## src/rtl/task_admit_arbiter.sv

```systemverilog
// task_admit_arbiter: round-robin admit/reject of per-tree push/pop requests into LEVEL TaskFIFO lanes
// Ports: i_clk/i_rst clock and synchronous active-high reset; i_req_valid/i_req_push/i_req_data per-tree
// requests with one-hot o_req_ready grant; i_flush_valid/i_flush_tree clear one tree's occupancy;
// i_TaskFIFO_full lane full flags; o_push_TaskFIFO/o_TaskFIFO_data registered lane write
// {push, treeId, data}; o_reject/o_reject_tree registered reject pulse; o_tree_cnt per-tree occupancy.
module task_admit_arbiter #(
  parameter int PTW = 16,
  parameter int MTW = 16,
  parameter int LEVEL = 4,
  parameter int TREE_NUM = 4,
  parameter int TREE_CAP = 64,
  parameter int LEVEL_BITS = $clog2(LEVEL),
  parameter int TREE_NUM_BITS = $clog2(TREE_NUM),
  parameter int CNT_BITS = $clog2(TREE_CAP + 1)
) (
  input  logic                                 i_clk,
  input  logic                                 i_rst,
  input  logic [TREE_NUM-1:0]                  i_req_valid,
  input  logic [TREE_NUM-1:0]                  i_req_push,
  input  logic [(PTW+MTW)*TREE_NUM-1:0]        i_req_data,
  output logic [TREE_NUM-1:0]                  o_req_ready,
  input  logic                                 i_flush_valid,
  input  logic [TREE_NUM_BITS-1:0]             i_flush_tree,
  input  logic [LEVEL-1:0]                     i_TaskFIFO_full,
  output logic [LEVEL-1:0]                     o_push_TaskFIFO,
  output logic [PTW+MTW+TREE_NUM_BITS:0]       o_TaskFIFO_data,
  output logic                                 o_reject,
  output logic [TREE_NUM_BITS-1:0]             o_reject_tree,
  output logic [CNT_BITS*TREE_NUM-1:0]         o_tree_cnt
);
  localparam int DW = PTW + MTW;
  localparam logic [LEVEL_BITS:0] LV = (LEVEL_BITS+1)'(LEVEL);
  localparam logic [TREE_NUM_BITS:0] TV = (TREE_NUM_BITS+1)'(TREE_NUM);
  localparam logic [CNT_BITS-1:0] CAP = CNT_BITS'(TREE_CAP);
  logic [CNT_BITS-1:0] cnt [TREE_NUM];
  logic [LEVEL_BITS-1:0] lane_ptr, lane_sel, lane_idx;
  logic [TREE_NUM_BITS-1:0] tree_ptr, gnt_sel, tree_idx;
  logic lane_found, gnt_found, gnt_adm, gnt_push;
  logic [TREE_NUM-1:0] adm, elig;

  // explicit compare-and-subtract wrap so non-power-of-two counts work
  function automatic logic [LEVEL_BITS-1:0] lane_wrap(input logic [LEVEL_BITS:0] s);
    return s >= LV ? LEVEL_BITS'(s - LV) : LEVEL_BITS'(s);
  endfunction

  function automatic logic [TREE_NUM_BITS-1:0] tree_wrap(input logic [TREE_NUM_BITS:0] s);
    return s >= TV ? TREE_NUM_BITS'(s - TV) : TREE_NUM_BITS'(s);
  endfunction

  // walk the ring backwards so the last hit is the first lane from lane_ptr;
  // the lane written last cycle is skipped because its full flag lags one cycle
  always_comb begin
    lane_found = 1'b0;
    lane_sel = '0;
    lane_idx = '0;
    for (int k = LEVEL - 1; k >= 0; k--) begin
      lane_idx = lane_wrap({1'b0, lane_ptr} + (LEVEL_BITS+1)'(k));
      if (!i_TaskFIFO_full[lane_idx] && !o_push_TaskFIFO[lane_idx]) begin
        lane_found = 1'b1;
        lane_sel = lane_idx;
      end
    end
  end

  // rejects need no lane, so they stay eligible when all lanes are busy
  always_comb begin
    adm = '0;
    elig = '0;
    for (int t = 0; t < TREE_NUM; t++) begin
      adm[t] = i_req_push[t] ? cnt[t] < CAP : cnt[t] != '0;
      elig[t] = i_req_valid[t] && !(i_flush_valid && i_flush_tree == TREE_NUM_BITS'(t))
                && (!adm[t] || lane_found);
    end
  end

  always_comb begin
    gnt_found = 1'b0;
    gnt_sel = '0;
    tree_idx = '0;
    for (int k = TREE_NUM - 1; k >= 0; k--) begin
      tree_idx = tree_wrap({1'b0, tree_ptr} + (TREE_NUM_BITS+1)'(k));
      if (elig[tree_idx]) begin
        gnt_found = 1'b1;
        gnt_sel = tree_idx;
      end
    end
  end

  assign gnt_adm = adm[gnt_sel];
  assign gnt_push = i_req_push[gnt_sel];
  assign o_req_ready = (gnt_found && !i_rst) ? TREE_NUM'(1) << gnt_sel : '0;

  always_ff @(posedge i_clk) begin
    if (i_rst) begin
      for (int t = 0; t < TREE_NUM; t++) cnt[t] <= '0;
      tree_ptr <= '0;
      lane_ptr <= '0;
      o_push_TaskFIFO <= '0;
      o_TaskFIFO_data <= '0;
      o_reject <= 1'b0;
      o_reject_tree <= '0;
    end else begin
      o_push_TaskFIFO <= '0;
      o_reject <= 1'b0;
      if (gnt_found) begin
        tree_ptr <= tree_wrap({1'b0, gnt_sel} + (TREE_NUM_BITS+1)'(1));
        if (gnt_adm) begin
          o_push_TaskFIFO <= LEVEL'(1) << lane_sel;
          o_TaskFIFO_data <= {gnt_push, gnt_sel, gnt_push ? i_req_data[gnt_sel*DW +: DW] : DW'(0)};
          cnt[gnt_sel] <= gnt_push ? cnt[gnt_sel] + 1'b1 : cnt[gnt_sel] - 1'b1;
          lane_ptr <= lane_wrap({1'b0, lane_sel} + (LEVEL_BITS+1)'(1));
        end else begin
          o_reject <= 1'b1;
          o_reject_tree <= gnt_sel;
        end
      end
      // a flushed tree is never granted in the same cycle, so this cannot race the update above
      if (i_flush_valid) cnt[i_flush_tree] <= '0;
    end
  end

  for (genvar g = 0; g < TREE_NUM; g++) begin : g_cnt
    assign o_tree_cnt[g*CNT_BITS +: CNT_BITS] = cnt[g];
  end
endmodule
```

## config.mk

```make
export PLATFORM = sky130hd
export DESIGN_NAME = task_admit_arbiter
export DESIGN_NICKNAME = d
export VERILOG_FILES = /design/src/rtl/task_admit_arbiter.sv
export SDC_FILE = /design/constraint.sdc
export NUM_CORES = 1
export LEC_CHECK = 0
export CORE_ASPECT_RATIO = 0.9
export CORE_MARGIN = 2
export CORE_UTILIZATION = 44
export DETAILED_ROUTE_END_ITERATION = 12
export PLACE_DENSITY = 0.84
export SKIP_LAST_GASP = 1
export SYNTH_ARGS = -nofsm -noshare
export SYNTH_HDL_FRONTEND = slang
export SYNTH_SLANG_ARGS = --single-unit
```

## constraint.sdc

```tcl
create_clock -name i_clk -period 8.7 [get_ports i_clk]
set_clock_uncertainty 0.2 [all_clocks]
set_input_delay 1.305 -clock i_clk [delete_from_list [all_inputs] [get_ports i_clk]]
set_output_delay 1.305 -clock i_clk [all_outputs]
set_load 0.01 [all_outputs]
```

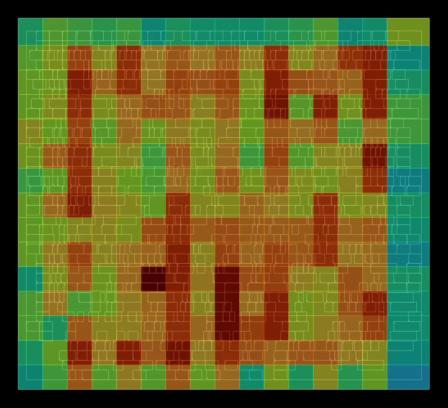
Fig. 1. Track usage over the die.
met1 Use GR: 0.4391
drt wl/cell: 19.94 µm
met2 usage: 0.5150
GR peak layer: met2

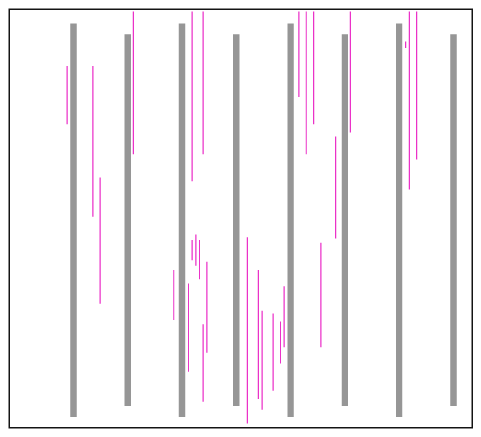
Fig. 2. Met4 routing.
(4 px per µm) Supply wires on this layer in gray.
share of all routed wire = 3.4%
wire length on this layer = 688 µm

==> flow_summary_export.csv <==
group,metric,value,unit
status,status,"completed",
yosys,ys.flop_type,"dfxtp_1",
final_layout,nMultiInputCombCells,549,
setup_path,endpoint,"cnt[1][6]",
power,p_clk_frac,0.137,
yosys,synthArstFlopShare,0,
timing,rsz0062_at_grt,"no",
power,power_leakage,2.813,nW
power,p_int,1.375,mW
final_layout,signal_buffers,228,
placed_design,dp.cells,1011,
hold_path,hold_path_depth,1,
final_layout,nFillCells,893,
cts,cts_tree,"built",
final_layout,drive_gt1_frac,0.06300,
cts,clk_path_buf_depth,2,
setup_path,critPathMaxFanout,31,
yosys,ys_area,4911,µm²
placed_design,place_ws,1.790,ns
yosys,syn_area,4911,µm²
global_routing,use_met3,0.08566,
final_layout,finish.net_count,1021,
yosys,yosys.area.top_type,"dfxtp_1",
setup_path,worstPathArrival,6.70,ns
yosys,yosysMostFrequentCell,"nand2_1",
placed_design,place_hpwl,15410,µm
final_layout,sh_comb_area,0.4309,
final_layout,nonClkBufAreaFrac,0.3031,
global_routing,gr-total-overflow,0,
yosys,ys_seq_frac,0.3017,
setup_path,crit_start,"i_req_push[0]",
setup_path,rr_endpoint,"cnt[1][6]",
final_layout,largest_class,"logic gates",
final_layout,seq_cells,74,
yosys,ys.flops,74,
timing,hold_slack,0.2636,ns
setup_path,end_kind,"flip-flop",
-- state kept, by name (all words and copies together) (netlist names) --
name,flops
lane_ptr,2
o_TaskFIFO_data,35
tree_ptr,2
o_push_TaskFIFO,4
o_reject_tree,2
cnt,28
o_reject,1
-- kinds of logic (layout without fill, tap and decap cells) --
group | Yosys count | in the layout | share of synthesized area
AOI/OAI and AO/OA | 142 | 142 | 0.2201
and+or+nand+nor | 385 | 385 | 0.3794
DFF | 74 | 74 | 0.3017
adders and majority gates | 6 | 6 | 0.01682
muxes | 11 | 11 | 0.02293
xor gates and xnor gates | 5 | 5 | 0.008917
buffers and inverters | 54 | 250 | 0.05019
-- critical path, cell delays in order --
cell             delay [ns]
clkdlybuf4s50_1        0.52
nor4_1                 0.06
a22oi_1                0.43
a21oi_2                0.16
a32o_1                 0.34
or3_2                  0.79
and3_4                 0.30
or2_2                  0.40
ha_1                   0.48
a21oi_1                0.52
nor2b_1                0.09
o21ai_0                0.18
nand2b_1               0.09
o21bai_1               0.16
o22ai_1                0.49
nor3b_1                0.30
nor4_1                 0.08
-- cells in the final DEF, fill, tap and decap left out, types with 5 or more instances in the layout --
cell	synthesis	final
ha_1	5	5
nor2_1	41	41
xnor2_1	5	5
or4_1	7	7
nand2b_1	5	5
a21oi_1	23	22
inv_1	7	7
nand2_1	167	167
mux2i_1	9	9
a32o_1	31	31
a22oi_1	6	6
clkdlybuf4s50_1	0	218
nor3_1	21	20
a31oi_1	18	18
buf_4	2	10
and3_1	9	9
or3_1	7	6
nor4_1	10	10
clkbuf_16	0	9
dfxtp_1	74	74
nand3_1	81	81
o21ai_0	18	18
Power and IR drop assume default switching activity.
